[src/rtl/piano_pkg.sv]
// Shared note codes and scheduler state encoding for the piano datapath
// (keypad, song ROM, tone generator and scheduler all import this).
package piano_pkg;

  typedef logic [3:0] note_t;

  localparam note_t NOTE_NONE = 4'd0;
  localparam note_t NOTE_C4   = 4'd1;
  localparam note_t NOTE_D4   = 4'd2;
  localparam note_t NOTE_E4   = 4'd3;
  localparam note_t NOTE_F4   = 4'd4;
  localparam note_t NOTE_G4   = 4'd5;
  localparam note_t NOTE_A4   = 4'd6;
  localparam note_t NOTE_B4   = 4'd7;
  localparam note_t NOTE_C5   = 4'd8;

  localparam logic [1:0] ST_IDLE   = 2'd0;
  localparam logic [1:0] ST_PLAY   = 2'd1;
  localparam logic [1:0] ST_PAUSE  = 2'd2;
  localparam logic [1:0] ST_MANUAL = 2'd3;

endpackage

[src/rtl/beat_divider.sv]
// Quarter-beat divider: counts enabled cycles 0..TICKS_PER_QUARTER-1 and
// flags the terminal cycle. Holds its count while disabled (pause).
module beat_divider #(
  parameter int TICKS_PER_QUARTER = 25_000_000
) (
  input  logic CLK,
  input  logic RESET,
  input  logic clear,
  input  logic enable,
  output logic tick
);

  localparam int DW = $clog2(TICKS_PER_QUARTER);
  localparam logic [DW-1:0] TERM = DW'(TICKS_PER_QUARTER - 1);

  logic [DW-1:0] cnt;

  // Combinational so the top can register quarter_tick on the same edge as step.
  assign tick = enable && (cnt == TERM);

  always_ff @(posedge CLK or posedge RESET) begin
    if (RESET)       cnt <= '0;
    else if (clear)  cnt <= '0;
    else if (enable) cnt <= tick ? '0 : cnt + 1'b1;
  end

endmodule

[src/rtl/song_play_scheduler.sv]
// Auto-play sequencer and keypad/song note arbiter. Steps the song ROM on
// each quarter beat and drives the single registered note code.
module song_play_scheduler
  import piano_pkg::*;
#(
  parameter int TICKS_PER_QUARTER = 25_000_000,
  parameter int SONG_LEN          = 64,
  localparam int SW               = $clog2(SONG_LEN)
) (
  input  logic          CLK,
  input  logic          RESET,
  input  logic          MODE,
  input  logic          PLAY_BTN,
  input  logic          LOOP,
  input  logic [3:0]    key_note,
  input  logic [3:0]    song_note,
  output logic [SW-1:0] step,
  output logic          quarter_tick,
  output logic [3:0]    note_out,
  output logic          playing
);

  localparam logic [SW-1:0] LAST_STEP = SW'(SONG_LEN - 1);

  logic [1:0]    state, state_nxt;
  logic [SW-1:0] step_nxt;
  logic [3:0]    note_nxt;
  logic          div_clear, div_en, tick;

  assign div_en = (state == ST_PLAY) && !MODE;

  beat_divider #(.TICKS_PER_QUARTER(TICKS_PER_QUARTER)) u_div (
    .CLK    (CLK),
    .RESET  (RESET),
    .clear  (div_clear),
    .enable (div_en),
    .tick   (tick)
  );

  always_comb begin
    state_nxt = state;
    step_nxt  = step;
    div_clear = 1'b0;
    if (MODE) begin
      state_nxt = ST_MANUAL;
      step_nxt  = '0;
      div_clear = 1'b1;
    end else begin
      case (state)
        ST_MANUAL: state_nxt = ST_IDLE;
        ST_IDLE: if (PLAY_BTN) begin
          state_nxt = ST_PLAY;
          step_nxt  = '0;
          div_clear = 1'b1;
        end
        ST_PLAY: begin
          if (PLAY_BTN) state_nxt = ST_PAUSE;
          // Step advance first; a LOOP=0 end then beats a same-cycle pause.
          if (tick) begin
            step_nxt = (step == LAST_STEP) ? '0 : step + 1'b1;
            if (step == LAST_STEP && !LOOP) begin
              state_nxt = ST_IDLE;
              div_clear = 1'b1;
            end
          end
        end
        ST_PAUSE: if (PLAY_BTN) state_nxt = ST_PLAY;
        default: state_nxt = ST_IDLE;
      endcase
    end
  end

  // Note follows the state being entered so IDLE/PAUSE mute on the same edge.
  always_comb begin
    note_nxt = NOTE_NONE;
    case (state_nxt)
      ST_MANUAL: note_nxt = key_note;
      ST_PLAY:   note_nxt = (key_note != NOTE_NONE) ? key_note : song_note;
      default:   note_nxt = NOTE_NONE;
    endcase
  end

  always_ff @(posedge CLK or posedge RESET) begin
    if (RESET) begin
      state        <= ST_IDLE;
      step         <= '0;
      quarter_tick <= 1'b0;
      note_out     <= NOTE_NONE;
      playing      <= 1'b0;
    end else begin
      state        <= state_nxt;
      step         <= step_nxt;
      quarter_tick <= tick;
      note_out     <= note_nxt;
      playing      <= (state_nxt == ST_PLAY);
    end
  end

endmodule

[config.mk]
export PLATFORM = sky130hd
export DESIGN_NAME = song_play_scheduler
export DESIGN_NICKNAME = d
export VERILOG_FILES = /design/src/rtl/piano_pkg.sv /design/src/rtl/beat_divider.sv /design/src/rtl/song_play_scheduler.sv
export SDC_FILE = /design/constraint.sdc
export NUM_CORES = 1
export LEC_CHECK = 0
export CAP_MARGIN = 5
export CORE_ASPECT_RATIO = 0.5
export CORE_MARGIN = 2
export CORE_UTILIZATION = 25
export DETAILED_ROUTE_END_ITERATION = 10
export SETUP_SLACK_MARGIN = 0.5
export SLEW_MARGIN = 25
export SYNTH_ARGS = -nofsm -noshare
export SYNTH_HDL_FRONTEND = slang
export SYNTH_SLANG_ARGS = --single-unit
[constraint.sdc]
create_clock -name CLK -period 2.2 [get_ports CLK]
set_clock_uncertainty 0.05 [all_clocks]
set_input_delay 0.44 -clock CLK [delete_from_list [all_inputs] [get_ports CLK]]
set_output_delay 0.44 -clock CLK [all_outputs]
set_load 0.1 [all_outputs]
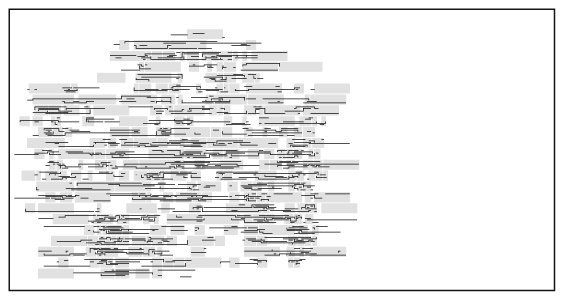
(run_1/m1.png)
Drawn at 4 px/um. Cells faint in the background.
The wires run mostly horizontal. The layer carries 2710 um of wire. 278 nets have wire on it.
Routed WL: 5560 um
GR Util met1: 17.3%
Vias: 1938

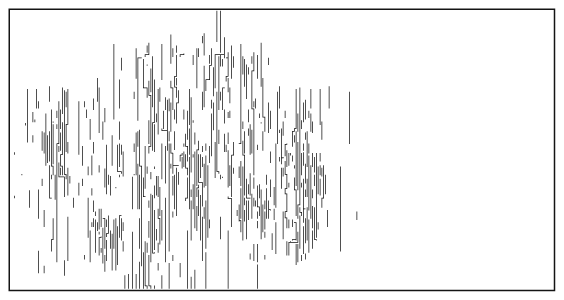
(run_1/m2.png)
Drawn at 4 px/um.
The longest straight run is 29.6 um. The wires run mostly vertical. 258 nets have wire on it.

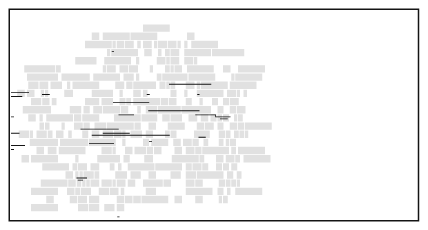
(run_1/m3.png)
Drawn at 3 px/um. Cells faint in the background.
The layer carries 145 um of wire. The longest straight run is 25.8 um. The wires run mostly horizontal. The layer holds 2.6% of the routed length.
GRT met3 Usage: 1.45%

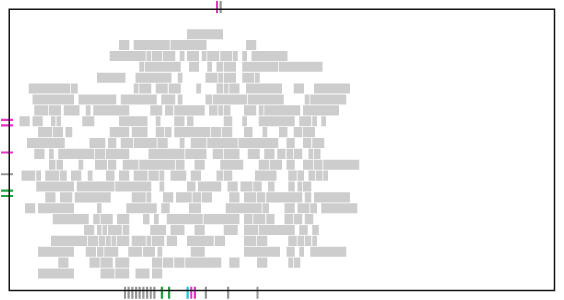
(run_1/pinout.png)
Drawn at 4 px/um. Pins as bars across the die edge, other pins in grey.
Key: green = note_out [pins 4, direction output, edge 2 left, 2 bottom]; magenta = step [pins 6, direction output, edge 3 left, 2 bottom, 1 top]; cyan = PLAY_BTN [pins 1, direction input, edge bottom]
die x size: 136 um
DIE HEIGHT: 70.0 um
# port buffers: 24

==> summary.txt, run 1 <==
flow finished, numbers: most frequent cell on the critical path=buf_6, synthesized cell area=0.00218 mm^2, final worst-path cycle share=91.4%, initial antenna violation count=0, Crit path max-delay family=simple AND/OR/NAND/NOR gates, Critical Path Stages=7, LEAKAGE=1.33 nW, Top non-seq family=simple AND/OR/NAND/NOR gates, clk root buf=clkbuf_16, most used logic cell in the final layout=buf_4, grt ovf=0, Crit-path slowest cell=or4_4, Design Area, Final=0.00307 mm^2, worst r2r src=u_div.cnt[15], setup ws final=0.189 ns, yosys stat chip area=0.00218 mm^2, max-slew violations=0, most frequent cell after synthesis=dfrtp_1, Clock Latency Late Sink=0.28 ns, Gate Count Post-Synth=224, sequential share of power=40.5%, crit-path max FO=6, Int Pwr=1.39 mW, DR iter-0 viols=54, pwr/cell area=601 mW/mm^2, clk buf depth=2, most frequent cells in the layout=37 x buf_4, 33 x dfrtp_1, 23 x nor2_1, Worst-Margin Slew=0.595 ns, routed vias/inst=4.93, Crit path buffers/inverters=2, GPL Wtd Cong=0.823, Sequential Area=988 um^2, std cell rows=23, Core Box Area=0.00823 mm^2, CP max stage delay=0.54 ns, top cells by area=dfrtp_1 45%, xor2_1 4.4%, nor2_1 4.1%, r2r setup slk=0.19 ns, Yosys Instances=224, EDFF count, synth=0, Post-Place Setup Slack=0.0112 ns, Post-synth seq share=44.9%, Min Clock Period, post-route=2.01 ns, DR WL/cell=14.2 um, RSZ-0062 raised after global routing=true, Synth mux share=0.920%, IO Pins=25, xor/xnor share=7.25%, die area=0.00951 mm^2, Post-synth top flop=dfrtp_1, DP HPWL=4130 um, n_diodes=0, Clock Power Share=45.6%, Floorplan Nets=239, crit path DAT=2.13 ns, final number of setup-violating endpoints=0, switching share of power=24.6%, Simple Share, Synth=29.6%, vias in the first global route=2050, Init Core Util=26.4%, Yosys warning count=0, Min-Delay Path Class=in2async, setup TNS=0 ns, Critical Path Source Type=flip-flop, worst vdd ir=0.283 mV, Worst slew margin=60.3%, DP Area=0.00274 mm^2, Clock Sinks=39, maxcap violations=0, H-tree lvl count=2, WP data required=2.32 ns, critical path class=reg2reg, FF-to-FF End=step[3], fin nets=295, CTS Buf Count=5, status=finished clean
## run 1: cell type report
class,instances,share of cell area [%]
Multi-Input combinational cell,169,40.4
Tap cell,112,4.56
Sequential cell,39,32.2
Clock inverter,2,1.14
Timing Repair Buffer,56,16.1
Inverter,9,1.10
Clock buffer,6,4.52
## run 1: worst min path at each step
stage	cells after the start	endpoint	startpoint
after floorplan	2	u_div.cnt[22]	u_div.cnt[22]
after global placement	2	u_div.cnt[22]	u_div.cnt[22]
after detailed placement	2	u_div.cnt[22]	u_div.cnt[22]
after CTS	2	note_out[0]	RESET
after global routing	1	u_div.cnt[20]	u_div.cnt[20]
final	2	note_out[0]	RESET
## run 1: per-layer routing
layer	routed length [um]	track usage, %
met1	2710	17.3
met2	2620	20.2
met3	145	1.45
met4	94	5.67
met5	0	0
## run 1: power groups by stage
stage	combinational, mW	clock [mW]	sequential, mW
after floorplan	0.0901	0	0.823
after global placement	0.238	0	0.759
after detailed placement	0.242	0	0.759
after CTS	0.255	0.860	0.746
after global routing	0.275	0.899	0.749
final	0.258	0.841	0.748
## run 1: repair_timing
action,4_1_cts,5_1_grt
cloned,1,0
gates resized,18,7
pin swaps,10,4
hold buffers,0,0
setup buffers,7,0
setup endpoints to repair,39,39
## run 1: state kept, by name, indices dropped and copies added, names as in the netlist
signal / cells
note_out: 4
playing: 1
u_div.cnt: 25
quarter_tick: 1
step: 6
state: 2
## run 1: per-stage QoR
stage / instances / power [mW]
4_1_cts: 393 / 1.86
6_report: 393 / 1.85
2_1_floorplan: 224 / 0.914
3_5_place_dp: 377 / 1.00
5_1_grt: 393 / 1.92
3_3_place_gp: 377 / 0.998
--- run 2 (diff from run 1) ---
- CAP_MARGIN: 5 -> 20
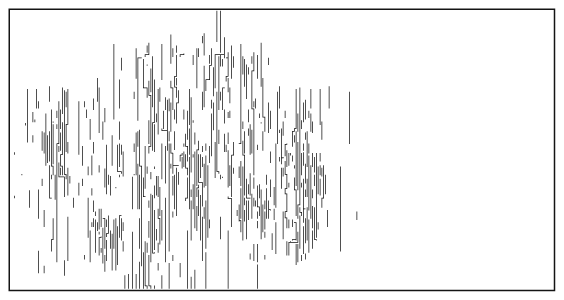
(run_2/m2.png)
Drawn at 4 px/um.
The wires run mostly vertical. The layer carries 2620 um of wire. 258 nets have wire on it. The layer holds 47% of the routed length.

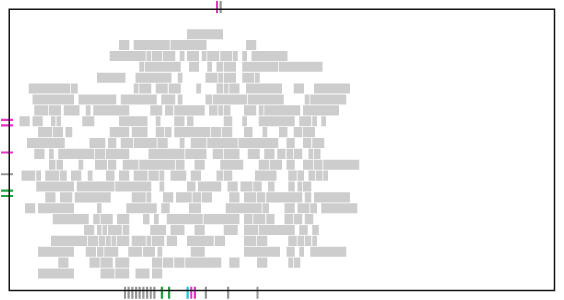
(run_2/pinout.png)
Drawn at 4 px/um. Pins as bars across the die edge, other pins in grey.
Key: magenta = step [pins 6, direction output, edge 3 left, 2 bottom, 1 top]; green = note_out [pins 4, direction output, edge 2 left, 2 bottom]; cyan = PLAY_BTN [pins 1, direction input, edge bottom]
All pins by edge: 17 bottom, 6 left, 2 top.

==> summary.txt, run 2 <==
flow finished, numbers: final cell count without fillers=393 (unchanged), EDFF count, synth=0 (unchanged), Min Clock Period, post-route=2.01 ns (unchanged), max reg flops=25 (unchanged), crit-path max FO=6 (unchanged), DR iter-0 viols=54 (unchanged), DP HPWL=4130 um (unchanged), synthesized cell area=0.00218 mm^2 (unchanged), FF-to-FF End=step[3] (unchanged), most common library cells after synthesis=39 x dfrtp_1, 24 x nor2_1, 15 x nand2_1 (unchanged), grt ovf=0 (unchanged), pwr/cell area=601 mW/mm^2 (unchanged), routed wl met2=2620 um (unchanged), routed vias/inst=4.93 (unchanged), Crit-path slowest cell=or4_4 (unchanged), worst vdd ir=0.283 mV (unchanged), vias in the first global route=2050 (unchanged), Min-Delay Path Class=in2async (unchanged), Worst slew margin=60.3% (unchanged), maxcap violations=0 (unchanged), initial antenna violation count=0 (unchanged), met1 WL=2710 um (unchanged), final worst-path cycle share=91.4% (unchanged), most frequent cell after synthesis=dfrtp_1 (unchanged), r2r setup slk=0.19 ns (about the same), Top reg by flops=u_div.cnt (unchanged), worst r2r src=u_div.cnt[15] (unchanged), Yosys warning count=0 (unchanged), die area=0.00951 mm^2 (unchanged), most frequent cell on the critical path=buf_6 (unchanged), crit path DAT=2.13 ns (about the same), std cell rows=23 (unchanged), DR WL/cell=14.2 um (unchanged), GPL Wtd Cong=0.823 (unchanged), Cells after DPL=377 (unchanged), top cells by area=dfrtp_1 45%, xor2_1 4.4%, nor2_1 4.1% (unchanged), IO Pins=25 (unchanged), clk buf depth=2 (unchanged), # port buffers=24 (unchanged), H-tree lvl count=2 (unchanged), Critical Path Source Type=flip-flop (unchanged), most used logic cell in the final layout=buf_4 (unchanged), DP Area=0.00274 mm^2 (unchanged), final number of setup-violating endpoints=0 (unchanged), Post-synth seq share=44.9% (unchanged), most frequent cells in the layout=37 x buf_4, 33 x dfrtp_1, 23 x nor2_1 (unchanged), die x size=136 um (unchanged), Met3 Routed Length=145 um (unchanged), critical path class=reg2reg (unchanged), Routed WL=5560 um (unchanged), Gate Count Post-Synth=224 (unchanged), CP max stage delay=0.54 ns (about the same), Core Box Area=0.00823 mm^2 (unchanged), clk root buf=clkbuf_16 (unchanged), Floorplan Nets=239 (unchanged), Worst-Margin Slew=0.595 ns (unchanged), n_diodes=0 (unchanged), Design Area, Final=0.00307 mm^2 (unchanged), setup TNS=0 ns (unchanged), Vias=1938 (unchanged), yosys stat chip area=0.00218 mm^2 (unchanged), Clock Latency Late Sink=0.28 ns (about the same), setup ws final=0.189 ns (unchanged), LEAKAGE=1.33 nW (unchanged), Post-synth top flop=dfrtp_1 (unchanged), Post-Place Setup Slack=0.0112 ns (unchanged), RSZ-0062 raised after global routing=true (unchanged), Power Total=1.85 mW (unchanged), Area leader share=44.9% (unchanged), status=finished clean (unchanged), DIE HEIGHT=70.0 um (unchanged)
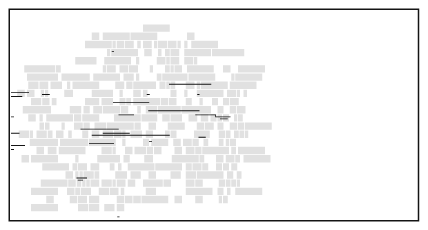
(run_2/m3.png)
Drawn at 3 px/um. Cells faint in the background.
The longest straight run is 25.8 um. The wires run mostly horizontal. The layer carries 145 um of wire.

[run 2: cell counts after synthesis]
No cell type changed its count.
[run 2: timing repair]
| action | CTS | global route |
|---|---|---|
| setup endpoints to repair | 39 | 39 |
| gates resized | 18 | 7 |
| setup buffers | 7 | 0 |
| gates cloned | 1 | 0 |
| pin swaps | 10 | 4 |
[run 2: per-layer routing]
layer | vias to the layer above | track usage, %
met5 | - | 0
met4 | 0 | 5.67
met3 | 10 | 1.45
met2 | 35 | 20.2
met1 | 970 | 17.3
li1 | 923 | -
[run 2: kinds of logic (layout without fill, tap and decap cells)]
group	after synthesis	in the layout	share of synthesized area [%]
flops	39	39	44.9
xor+xnor	18	18	7.25
compound gates	42	43	12.3
buf+inv	17	73	3.97
simple gates	104	104	29.6
fa+ha+maj	2	2	1.15
mux	2	2	0.920
[run 2: power breakdown]
| part | total, mW | internal [mW] | switching, mW |
|---|---|---|---|
| Clock | 0.841 | 0.563 | 0.278 |
| Sequential | 0.748 | 0.733 | 0.0146 |
| Combinational | 0.258 | 0.0958 | 0.162 |
[run 2: final cells by class]
| type | instances | area, um^2 |
|---|---|---|
| inverter | 9 | 33.8 |
| clock buffer | 6 | 139 |
| timing repair buffer | 56 | 494 |
| fill | 818 | 5160 |
| clock inverter | 2 | 35.0 |
| sequential | 39 | 988 |
| tap | 112 | 140 |
| multi-input combinational | 169 | 1240 |
[run 2: critical path: cells and delay by family, from the launching register on]
| family | cells | cell delay, ns |
|---|---|---|
| AOI/OAI and AO/OA | 2 | 0.26 |
| buffers and inverters | 2 | 0.29 |
| DFF | 1 | 0.40 |
| and+or+nand+nor | 3 | 0.90 |
Power and IR drop assume default switching activity.
